`src/rtl/fp_result_pack.sv`:
```
// fp_result_pack: corrects rounding carry, clamps to inf/zero, packs an IEEE-754 single word
// and hands it downstream through a 2-entry skid buffer with sticky flags and a result counter.
module fp_result_pack #(
    parameter int COUNT_W = 16
) (
    input  logic               clk,
    input  logic               rst_n,
    input  logic               in_valid,
    output logic               in_ready,
    input  logic               in_zero,
    input  logic               in_sign,
    input  logic [9:0]         in_exponent,
    input  logic [23:0]        in_mantissa,
    output logic               out_valid,
    input  logic               out_ready,
    output logic [31:0]        out_result,
    output logic               out_overflow,
    output logic               out_underflow,
    output logic               sticky_overflow,
    output logic               sticky_underflow,
    input  logic               clear_flags,
    output logic [COUNT_W-1:0] result_count
);
    logic signed [10:0] adjExp;
    logic               isOvf;
    logic               isUnf;
    logic [31:0]        packWord;
    logic [33:0]        entry [2];
    logic [33:0]        head;
    logic               rdPtr;
    logic               wrPtr;
    logic [1:0]         occ;
    logic [1:0]         occNext;
    logic               readyReg;
    logic               push;
    logic               pop;

    always_comb begin
        adjExp   = $signed({in_exponent[9], in_exponent}) + $signed({10'd0, in_mantissa[23]});
        isOvf    = !in_zero && adjExp >= 11'sd255;
        isUnf    = !in_zero && !isOvf && adjExp <= 11'sd0;
        packWord = in_zero ? 32'd0
                 : isOvf   ? {in_sign, 8'hFF, 23'd0}
                 : isUnf   ? {in_sign, 31'd0}
                 : {in_sign, adjExp[7:0], in_mantissa[23] ? 23'd0 : in_mantissa[22:0]};
    end

    assign in_ready  = readyReg;
    assign out_valid = occ != 2'd0;
    assign push      = in_valid & readyReg;
    assign pop       = out_valid & out_ready;
    assign occNext   = occ + {1'b0, push} - {1'b0, pop};
    // Gating on out_valid keeps discarded entries from showing after a reset.
    assign head          = out_valid ? entry[rdPtr] : 34'd0;
    assign out_overflow  = head[33];
    assign out_underflow = head[32];
    assign out_result    = head[31:0];

    always_ff @(posedge clk) begin
        if (push) entry[wrPtr] <= {isOvf, isUnf, packWord};
    end

    always_ff @(posedge clk) begin
        if (!rst_n) begin
            occ              <= 2'd0;
            rdPtr            <= 1'b0;
            wrPtr            <= 1'b0;
            readyReg         <= 1'b0;
            sticky_overflow  <= 1'b0;
            sticky_underflow <= 1'b0;
            result_count     <= '0;
        end else begin
            occ              <= occNext;
            readyReg         <= occNext != 2'd2;
            wrPtr            <= wrPtr ^ push;
            rdPtr            <= rdPtr ^ pop;
            sticky_overflow  <= (push & isOvf) | (sticky_overflow & !clear_flags);
            sticky_underflow <= (push & isUnf) | (sticky_underflow & !clear_flags);
            result_count     <= clear_flags ? '0
                              : (pop && result_count != '1) ? result_count + 1'b1
                              : result_count;
        end
    end
endmodule

```
`config.mk`:
```
export PLATFORM = sky130hd
export DESIGN_NAME = fp_result_pack
export DESIGN_NICKNAME = d
export VERILOG_FILES = /design/src/rtl/fp_result_pack.sv
export SDC_FILE = /design/constraint.sdc
export NUM_CORES = 1
export LEC_CHECK = 0
export ABC_AREA = 1
export CORE_ASPECT_RATIO = 0.7
export CORE_UTILIZATION = 51
export DETAILED_ROUTE_END_ITERATION = 10
export PLACE_DENSITY_LB_ADDON = 0.25
export SLEW_MARGIN = 20
export SYNTH_ARGS = -nofsm -noshare
export SYNTH_HDL_FRONTEND = slang
export SYNTH_SLANG_ARGS = --single-unit
```
`constraint.sdc`:
```
create_clock -name clk -period 3.3 [get_ports clk]
set_clock_uncertainty 0.15 [all_clocks]
set_input_delay 0.825 -clock clk [delete_from_list [all_inputs] [get_ports clk]]
set_output_delay 0.825 -clock clk [all_outputs]
set_load 0.005 [all_outputs]
```
Figure 1. M1 wires (run 1).
Scale: 3 px per um.
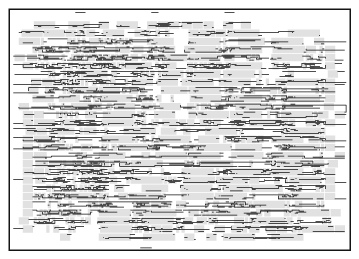
The layer carries 4670 um of wire. The longest straight run is 31.3 um. 582 nets have wire on it. The wires run mostly horizontal. The layer holds 47% of the routed length.
GR Util met1: 32.1%
drt total wl: 9.97 mm
vias: 3648

Figure 2. Signal wires on met2 (run 1).
Scale: 4 px per um.
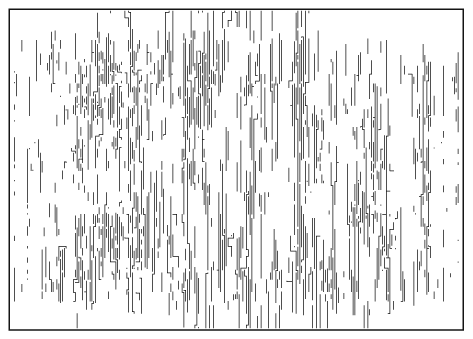
The longest straight run is 29.8 um. 510 nets have wire on it.
M2 GR Usage: 39.6%

Figure 3. Met3 routing (run 1).
Scale: 2 px per um.
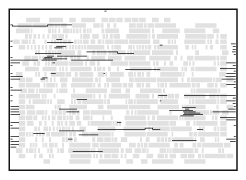
The layer carries 536 um of wire. The wires run mostly horizontal. 82 nets have wire on it. The longest straight run is 25.5 um. The layer holds 5.4% of the routed length.
GR Layer Usage met3: 5.01%

==> results.sh, run 1 <==
# implementation run metrics
export IMPL_status="finished clean"
export IMPL_rrSetupSlack_ps=850
export IMPL_syn_area_um2=4410
export IMPL_hold_path_endpoint="sticky_underflow$_SDFF_PN0_"
export IMPL_gp_congestion=0.846
export IMPL_crit_type="in2reg"
export IMPL_layout_top_cell="nand2_1"
export IMPL_p_seq_share_pct=40.1
export IMPL_leakage_nw=2.15
export IMPL_holdPathStages=2
export IMPL_grt_overflow_total=0
export IMPL_grtUsageTotal_pct=23.8
export IMPL_die_x_um=113
export IMPL_crit_path_start_kind="input port"
export IMPL_pg_clk_mw=1.01
export IMPL_postCtsSetupBuffers=0
export IMPL_top_cell="nand2_1"
export IMPL_path_depth=14
export IMPL_min_path_type="reg2reg"
export IMPL_worstSetupStartpoint="in_mantissa[23]"
export IMPL_top_regs="entry (68), result_count (16), occ (2)"
export IMPL_layout_setup_ws_ps=252
export IMPL_ctsHoldBuffers=0
export IMPL_synth_top_area_share_pct=46.3
export IMPL_route_antenna_remaining_nets=0
export IMPL_fillCellCount=637
export IMPL_antenna_found_initial=0
export IMPL_largest_reg_flops=68
export IMPL_slew_headroom_pct=59.3
export IMPL_cp_endpoint="entry[1][18]$_DFFE_PP_"
export IMPL_routedWlPerCell_um=14.5
export IMPL_stdcell_area_um2=5790
export IMPL_coreArea_um2=8110
export IMPL_stdcell_count=690
export IMPL_dpl_cell_count=675
export IMPL_ys_cells=484
export IMPL_pre_cts_slack_ps=-39.9
export IMPL_cp_required_ps=3240
export IMPL_grt_pass1_vias=3509
export IMPL_port_buffer_count=94
export IMPL_r2r_start="occ[1]$_SDFF_PN0_"
export IMPL_end_kind="register"
export IMPL_fin_crit_sh_pct=92.4
export IMPL_powerComb_mw=1.18
export IMPL_cts_buffers=9
export IMPL_openroad_warnings=28
export IMPL_n_antenna_cell=0
export IMPL_route_detailed_drc=0
export IMPL_hpwlAfterDp_mm=6.92
export IMPL_viasPerCell=5.29
export IMPL_numSynthFlops=92
export IMPL_finalHoldWorstSlack_ps=315
export IMPL_clk_pin_slew_ps=60
export IMPL_peakVddDrop_uv=310
export IMPL_hold_viol=0
export IMPL_p_seq_mw=1.47
export IMPL_slowest_delay_ps=460
export IMPL_swShare_pct=30.1
export IMPL_fin_nets=634
export IMPL_largest_register="entry"
export IMPL_first_iter_violations=187
export IMPL_mostFrequentLayoutCells="nand2_1 (154), clkdlybuf4s50_1 (94), edfxtp_1 (68), a21oi_1 (46), nor2_1 (33)"
export IMPL_async_flop_share_pct=0
export IMPL_fin_util_pct=71.5
export IMPL_ios=95
export IMPL_place_area_um2=5500
export IMPL_flop_cell="edfxtp_1"
export IMPL_synthesis_yosys_warnings=0
export IMPL_critPathSlowestCell="clkdlybuf4s50_1"
export IMPL_cts_tree="yes"
export IMPL_common_cells="nand2_1 (154), edfxtp_1 (68), a21oi_1 (46)"
export IMPL_clock_latency_ps=340
export IMPL_row_count=27
export IMPL_syn_num_nets=533
export IMPL_fp_util_pct=54.4
export IMPL_comb_area_um2=1670
export IMPL_clockPowerShare_pct=27.6
export IMPL_powerDensity_nw_per_um2=632
export IMPL_regArea_um2=2520
export IMPL_grt_pass1_wl_mm=16.7
export IMPL_power_top_group="registers"
export IMPL_die_h_um=79.8
export IMPL_setup_violations=0
export IMPL_maxCapViolCount=0
export IMPL_cts_path_max_buffers=2
export IMPL_synthDistinctLibCells=30
export IMPL_crit_buf_inv=3
export IMPL_p_int_mw=2.56
export IMPL_grt_max_degree=35
export IMPL_drv_slew=0
export IMPL_setup_tns_final_ps=0
export IMPL_path_cells="clkdlybuf4s50_1, ha_1, ha_1, nand2_1, inv_1, nor2_2, nand3_1, nor3_1, nand3_1, nand2_1, nand2_2, nand3b_4, buf_12, nor2_2"
export IMPL_holdCritStartpoint="sticky_underflow$_SDFF_PN0_"
export IMPL_die_area_um2=9030
export IMPL_yosys_area_top_type="edfxtp_1"
export IMPL_netlist_instances=484
export IMPL_synth_chip_area_um2=4410
export IMPL_worst_path_max_fanout=16
export IMPL_worstPathArrival_ps=2990
export IMPL_fin_crit_ps=3050
export IMPL_ctsResizeCount=0
export IMPL_p_total_mw=3.66
export IMPL_p_sw_mw=1.10
export IMPL_worstMarginPinSlew_ps=610
export IMPL_top_cells_by_area="edfxtp_1 (46%), nand2_1 (13%), dfxtp_1 (11%)"
export IMPL_dr_pass1_iters=5
export IMPL_cts_root_buf="clkbuf_16"
export IMPL_ys_seq_share_pct=57.2
export IMPL_combPwrFrac_pct=32.3
export IMPL_rsz0062_at_grt="false"
export IMPL_ctsHtreeMaxLevel=3
export IMPL_r2r_cells=11
export IMPL_layout_drive_gt1_share_pct=12.4
export IMPL_numClockSinks=92
-- run 1: metal layers --
metal	vias to the layer above	GRT usage [%]	share of wire, %
met5	-	0	0
met4	0	5.79	1.0
met3	10	5.01	5.4
met2	131	39.6	47
met1	1705	32.1	47
li1	1802	-	-
-- run 1: area by class of cell --
| class | instances | share of cell area [%] |
|---|---|---|
| repair buffers | 107 | 18.1 |
| multi-input cells | 340 | 28.8 |
| well taps | 101 | 2.18 |
| flip-flops and latches | 92 | 43.5 |
| clock buffers | 10 | 3.95 |
| clock inverters | 5 | 1.08 |
| inverters | 35 | 2.31 |
-- run 1: cells by family after synthesis --
group	count (synthesis)	synth area share [%]
adders and majority gates	8	2.27
DFF	92	57.2
AOI/OAI and AO/OA	63	7.26
buffers and inverters	52	5.19
xor gates and xnor gates	7	1.39
and+or+nand+nor	262	26.7
Figure 4. Track usage over the die (run 1).
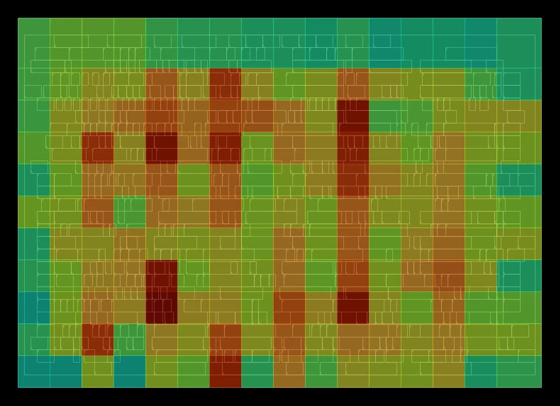

==> run 1 -> run 2 <==
RECOVER_POWER = 25   (was default)
Figure 5. Track usage over the die (run 2).
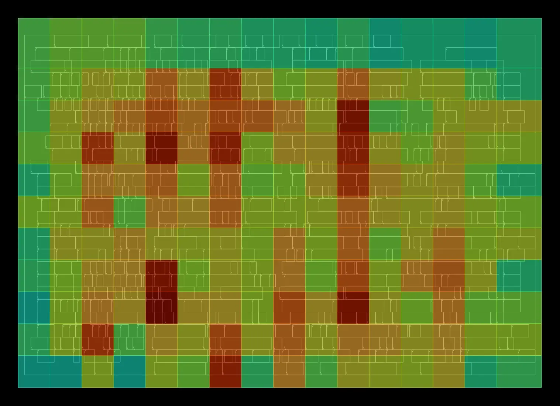
wire per inst: 14.5 um
total global-route track usage: 23.8%
Final Core Density: 71.2%
grt peak-use layer: met2

==> run 2 against run 1 <==
- sequential share of layout area is 0.15 points higher
- design area is 0.35% lower
- global-route usage stayed put
- flip-flop count stayed put
- synthesized cell count stayed put
- combinational power hardly changed
- final cell count stayed put
- worst setup slack better by 1.6 ps
- critical path depth stayed put
- highest routed layer unchanged
==> results.sh, run 2 <==
# implementation run metrics
export IMPL_rrSetupSlack_ps=860
export IMPL_synth_top_area_share_pct=46.3
export IMPL_wl_met2_mm=4.72
export IMPL_synthesis_yosys_warnings=0
export IMPL_rsz0062_at_grt="false"
export IMPL_hpwlAfterDp_mm=6.92
export IMPL_setup_violations=0
export IMPL_layout_drive_gt1_share_pct=11.4
export IMPL_top_layer="met4"
export IMPL_slowest_delay_ps=460
export IMPL_path_cells="clkdlybuf4s50_1, ha_1, ha_1, nand2_1, inv_1, nor2_2, nand3_1, nor3_1, nand3_1, nand2_1, nand2_2, nand3b_4, buf_12, nor2_2"
export IMPL_clock_latency_ps=340
export IMPL_crit_type="in2reg"
export IMPL_final_nonclk_buf_share_pct=17.9
export IMPL_grtUsageMet3_pct=5.01
export IMPL_drv_slew=0
export IMPL_synthDistinctLibCells=30
export IMPL_p_total_mw=3.65
export IMPL_stdcell_count=690
export IMPL_dominant_cells="sequential cells"
export IMPL_grtUsageMet1_pct=32.1
export IMPL_fp_util_pct=54.4
export IMPL_regArea_um2=2520
export IMPL_top_regs="entry (68), result_count (16), occ (2)"
export IMPL_common_cells="nand2_1 (154), edfxtp_1 (68), a21oi_1 (46)"
export IMPL_slew_headroom_pct=26.4
export IMPL_dr_pass1_iters=4
export IMPL_worstPathArrival_ps=2990
export IMPL_num_tap_cells=101
export IMPL_layout_top_cell="nand2_1"
export IMPL_sh_comb_area_pct=28.8
export IMPL_fin_crit_sh_pct=92.3
export IMPL_syn_num_nets=533
export IMPL_ys_seq_share_pct=57.2
export IMPL_cts_buffers=9
export IMPL_peakVddDrop_uv=310
export IMPL_mostFrequentLayoutCells="nand2_1 (154), clkdlybuf4s50_1 (92), edfxtp_1 (68), a21oi_1 (46), nor2_1 (33)"
export IMPL_worst_path_max_fanout=16
export IMPL_gp_congestion=0.846
export IMPL_ctsHoldBuffers=0
export IMPL_seq_area_share_pct=43.7
export IMPL_route_detailed_drc=0
export IMPL_syn_area_um2=4410
export IMPL_grt_pass1_wl_mm=16.7
export IMPL_clk_pin_slew_ps=70
export IMPL_r2r_start="occ[1]$_SDFF_PN0_"
export IMPL_crit_buf_inv=3
export IMPL_numClockSinks=92
export IMPL_antenna_found_initial=0
export IMPL_grt_pass1_vias=3509
export IMPL_fin_nets=634
export IMPL_grt_overflow_total=0
export IMPL_m1WireLength_mm=4.60
export IMPL_setup_tns_final_ps=0
export IMPL_stdcell_area_um2=5770
export IMPL_fillCellCount=643
export IMPL_top_cells_by_area="edfxtp_1 (46%), nand2_1 (13%), dfxtp_1 (11%)"
export IMPL_postCtsSetupBuffers=0
export IMPL_status="finished clean"
export IMPL_die_x_um=113
export IMPL_pre_cts_slack_ps=-39.9
export IMPL_cts_root_buf="clkbuf_16"
export IMPL_fin_crit_ps=3050
export IMPL_top_cell="nand2_1"
export IMPL_netlist_instances=484
export IMPL_ys_cells=484
[run 2: netlist changes by cell type in the layout (fill, tap and decap cells not counted)]
| cell | delta |
|---|---|
| dlygate4sd3_1 | +2 |
| ha_1 | +2 |
| ha_2 | -2 |
| clkdlybuf4s50_1 | -2 |
| buf_4 | -4 |
| clkbuf_1 | +4 |
[run 2: kinds of logic after synthesis]
group | share of synthesized area [%]
AND/OR/NAND/NOR | 26.7
buffers and inverters | 5.19
adder cells (fa/ha/maj) | 2.27
XOR/XNOR | 1.39
flip-flops | 57.2
AND-OR/OR-AND | 7.26
[run 2: power breakdown]
part | switching, mW | internal (mW) | leakage (nW)
registers | 0.0499 | 1.42 | 0.846
logic | 0.628 | 0.541 | 1.16
clock network | 0.423 | 0.587 | 0.135
==> run 2 -> run 3 <==
SLEW_MARGIN = 25   (was 20)
Figure 6. Track usage over the die (run 3).
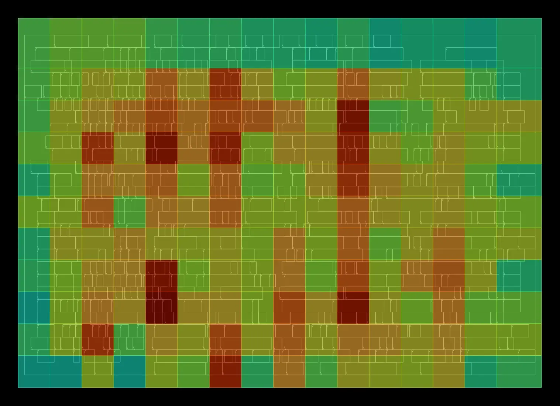

==> run 3 against run 2 <==
- clock power hardly changed
- critical path type unchanged
- flip-flop count stayed put
- first-iteration DRC count stayed put
- critical path depth stayed put
- core utilization stayed put
- combinational power hardly changed
- global-route usage stayed put
==> results.sh, run 3 <==
# implementation run metrics
export IMPL_synth_top_area_share_pct=46.3
export IMPL_largest_reg_flops=68
export IMPL_gr_usage_met2_pct=39.6
export IMPL_cts_root_buf="clkbuf_16"
export IMPL_end_kind="register"
export IMPL_ff_count=92
export IMPL_die_x_um=113
export IMPL_ctsHtreeMaxLevel=3
export IMPL_clk_share_pct=5.05
export IMPL_ctsHoldBuffers=0
export IMPL_grt_overflow_total=0
export IMPL_antenna_found_initial=0
export IMPL_syn_num_nets=533
export IMPL_regArea_um2=2520
export IMPL_gp_congestion=0.846
export IMPL_cts_path_max_buffers=2
export IMPL_common_cells="nand2_1 (154), edfxtp_1 (68), a21oi_1 (46)"
export IMPL_numClockSinks=92
export IMPL_drv_slew=0
export IMPL_ys_sh_adder_pct=2.27
export IMPL_clk_pin_slew_ps=70
export IMPL_critPathSlowestCell="clkdlybuf4s50_1"
export IMPL_sh_comb_area_pct=28.8
export IMPL_netlist_instances=484
export IMPL_logic_family="simple AND/OR/NAND/NOR gates"
export IMPL_clock_latency_ps=340
export IMPL_cp_required_ps=3250
export IMPL_layout_top_cell="nand2_1"
export IMPL_route_antenna_remaining_nets=0
export IMPL_wl_met2_mm=4.72
export IMPL_clockPowerShare_pct=27.7
export IMPL_hpwlAfterDp_mm=6.92
export IMPL_m1WireLength_mm=4.60
export IMPL_stdcell_area_um2=5770
export IMPL_async_flop_share_pct=0
export IMPL_powerComb_mw=1.17
export IMPL_mux_share_pct=0
export IMPL_worstPathArrival_ps=2990
export IMPL_crit_type="in2reg"
export IMPL_grt_pass1_vias=3509
export IMPL_row_count=27
export IMPL_top_layer="met4"
export IMPL_power_top_group="registers"
export IMPL_cp_endpoint="entry[1][18]$_DFFE_PP_"
export IMPL_openroad_warnings=28
export IMPL_worst_path_max_fanout=16
export IMPL_combPwrFrac_pct=32.0
export IMPL_grtUsageMet3_pct=5.01
export IMPL_synthXorXnorAreaFrac_pct=1.39
export IMPL_setup_violations=0
export IMPL_synthAoiAreaFrac_pct=7.26
export IMPL_holdPathStages=2
export IMPL_p_sw_mw=1.10
export IMPL_maxCapViolCount=0
export IMPL_grt_max_degree=35
export IMPL_route_detailed_drc=0
export IMPL_signal_buffers=107
export IMPL_cts_tree="yes"
export IMPL_wl_met3_um=574
export IMPL_top_cells_by_area="edfxtp_1 (46%), nand2_1 (13%), dfxtp_1 (11%)"
export IMPL_vias=3622
export IMPL_top_cell="nand2_1"
export IMPL_p_seq_mw=1.47
export IMPL_p_total_mw=3.65
export IMPL_status="finished clean"
export IMPL_top_usage_layer="met2"
export IMPL_grtUsageMet1_pct=32.1
export IMPL_synthesis_yosys_warnings=0
export IMPL_clock_buffers=10
export IMPL_die_area_um2=9030
export IMPL_swShare_pct=30.2
export IMPL_seq_area_share_pct=43.7
export IMPL_final_nonclk_buf_share_pct=17.9
export IMPL_largest_register="entry"
export IMPL_coreArea_um2=8110
export IMPL_mostFrequentLayoutCells="nand2_1 (154), clkdlybuf4s50_1 (92), edfxtp_1 (68), a21oi_1 (46), nor2_1 (33)"
export IMPL_flop_cell="edfxtp_1"
export IMPL_synthDistinctLibCells=30
export IMPL_layout_drive_gt1_share_pct=11.4
export IMPL_fin_crit_ps=3050
export IMPL_leakage_nw=2.14
export IMPL_slowest_delay_ps=460
export IMPL_numSynthFlops=92
export IMPL_peakVddDrop_uv=310
export IMPL_rrSetupSlack_ps=860
export IMPL_p_int_mw=2.55
export IMPL_place_area_um2=5500
export IMPL_cts_buffers=9
export IMPL_n_antenna_cell=0
export IMPL_n_all_inverters=35
export IMPL_fin_crit_sh_pct=92.3
export IMPL_fin_nets=634
export IMPL_yosys_area_top_type="edfxtp_1"
export IMPL_powerDensity_nw_per_um2=632
export IMPL_ys_seq_share_pct=57.2
export IMPL_worstSetupStartpoint="in_mantissa[23]"
export IMPL_ios=95
export IMPL_path_depth=14
export IMPL_ys_cells=484
export IMPL_die_h_um=79.8
export IMPL_holdCritStartpoint="sticky_underflow$_SDFF_PN0_"
export IMPL_hold_path_endpoint="sticky_underflow$_SDFF_PN0_"
run 3: cell counts after synthesis:
No cell type changed its count.
run 3: through the flow:
| step | utilization (%) | hold slack (ps) | setup TNS, ps | instances | setup WS (ps) |
|---|---|---|---|---|---|
| floorplan | - | 298 | 0 | 484 | 562 |
| global placement | 67.9 | 301 | 0 | 675 | 34.8 |
| detailed placement | 67.9 | 299 | -1020 | 675 | -39.9 |
| CTS | 71.5 | 318 | 0 | 690 | 273 |
| global route | 71.2 | 352 | 0 | 690 | 1.57 |
| finish | 71.2 | 315 | 0 | 690 | 254 |
run 3: worst reg2reg max path: cells and delay by family, from the launching register on:
family	cells	cell delay [ps]
XOR/XNOR	2	400
adder cells (fa/ha/maj)	2	470
buffers and inverters	3	250
flip-flops	1	340
AND/OR/NAND/NOR	4	790
Power is estimated from default activity; no workload was simulated.
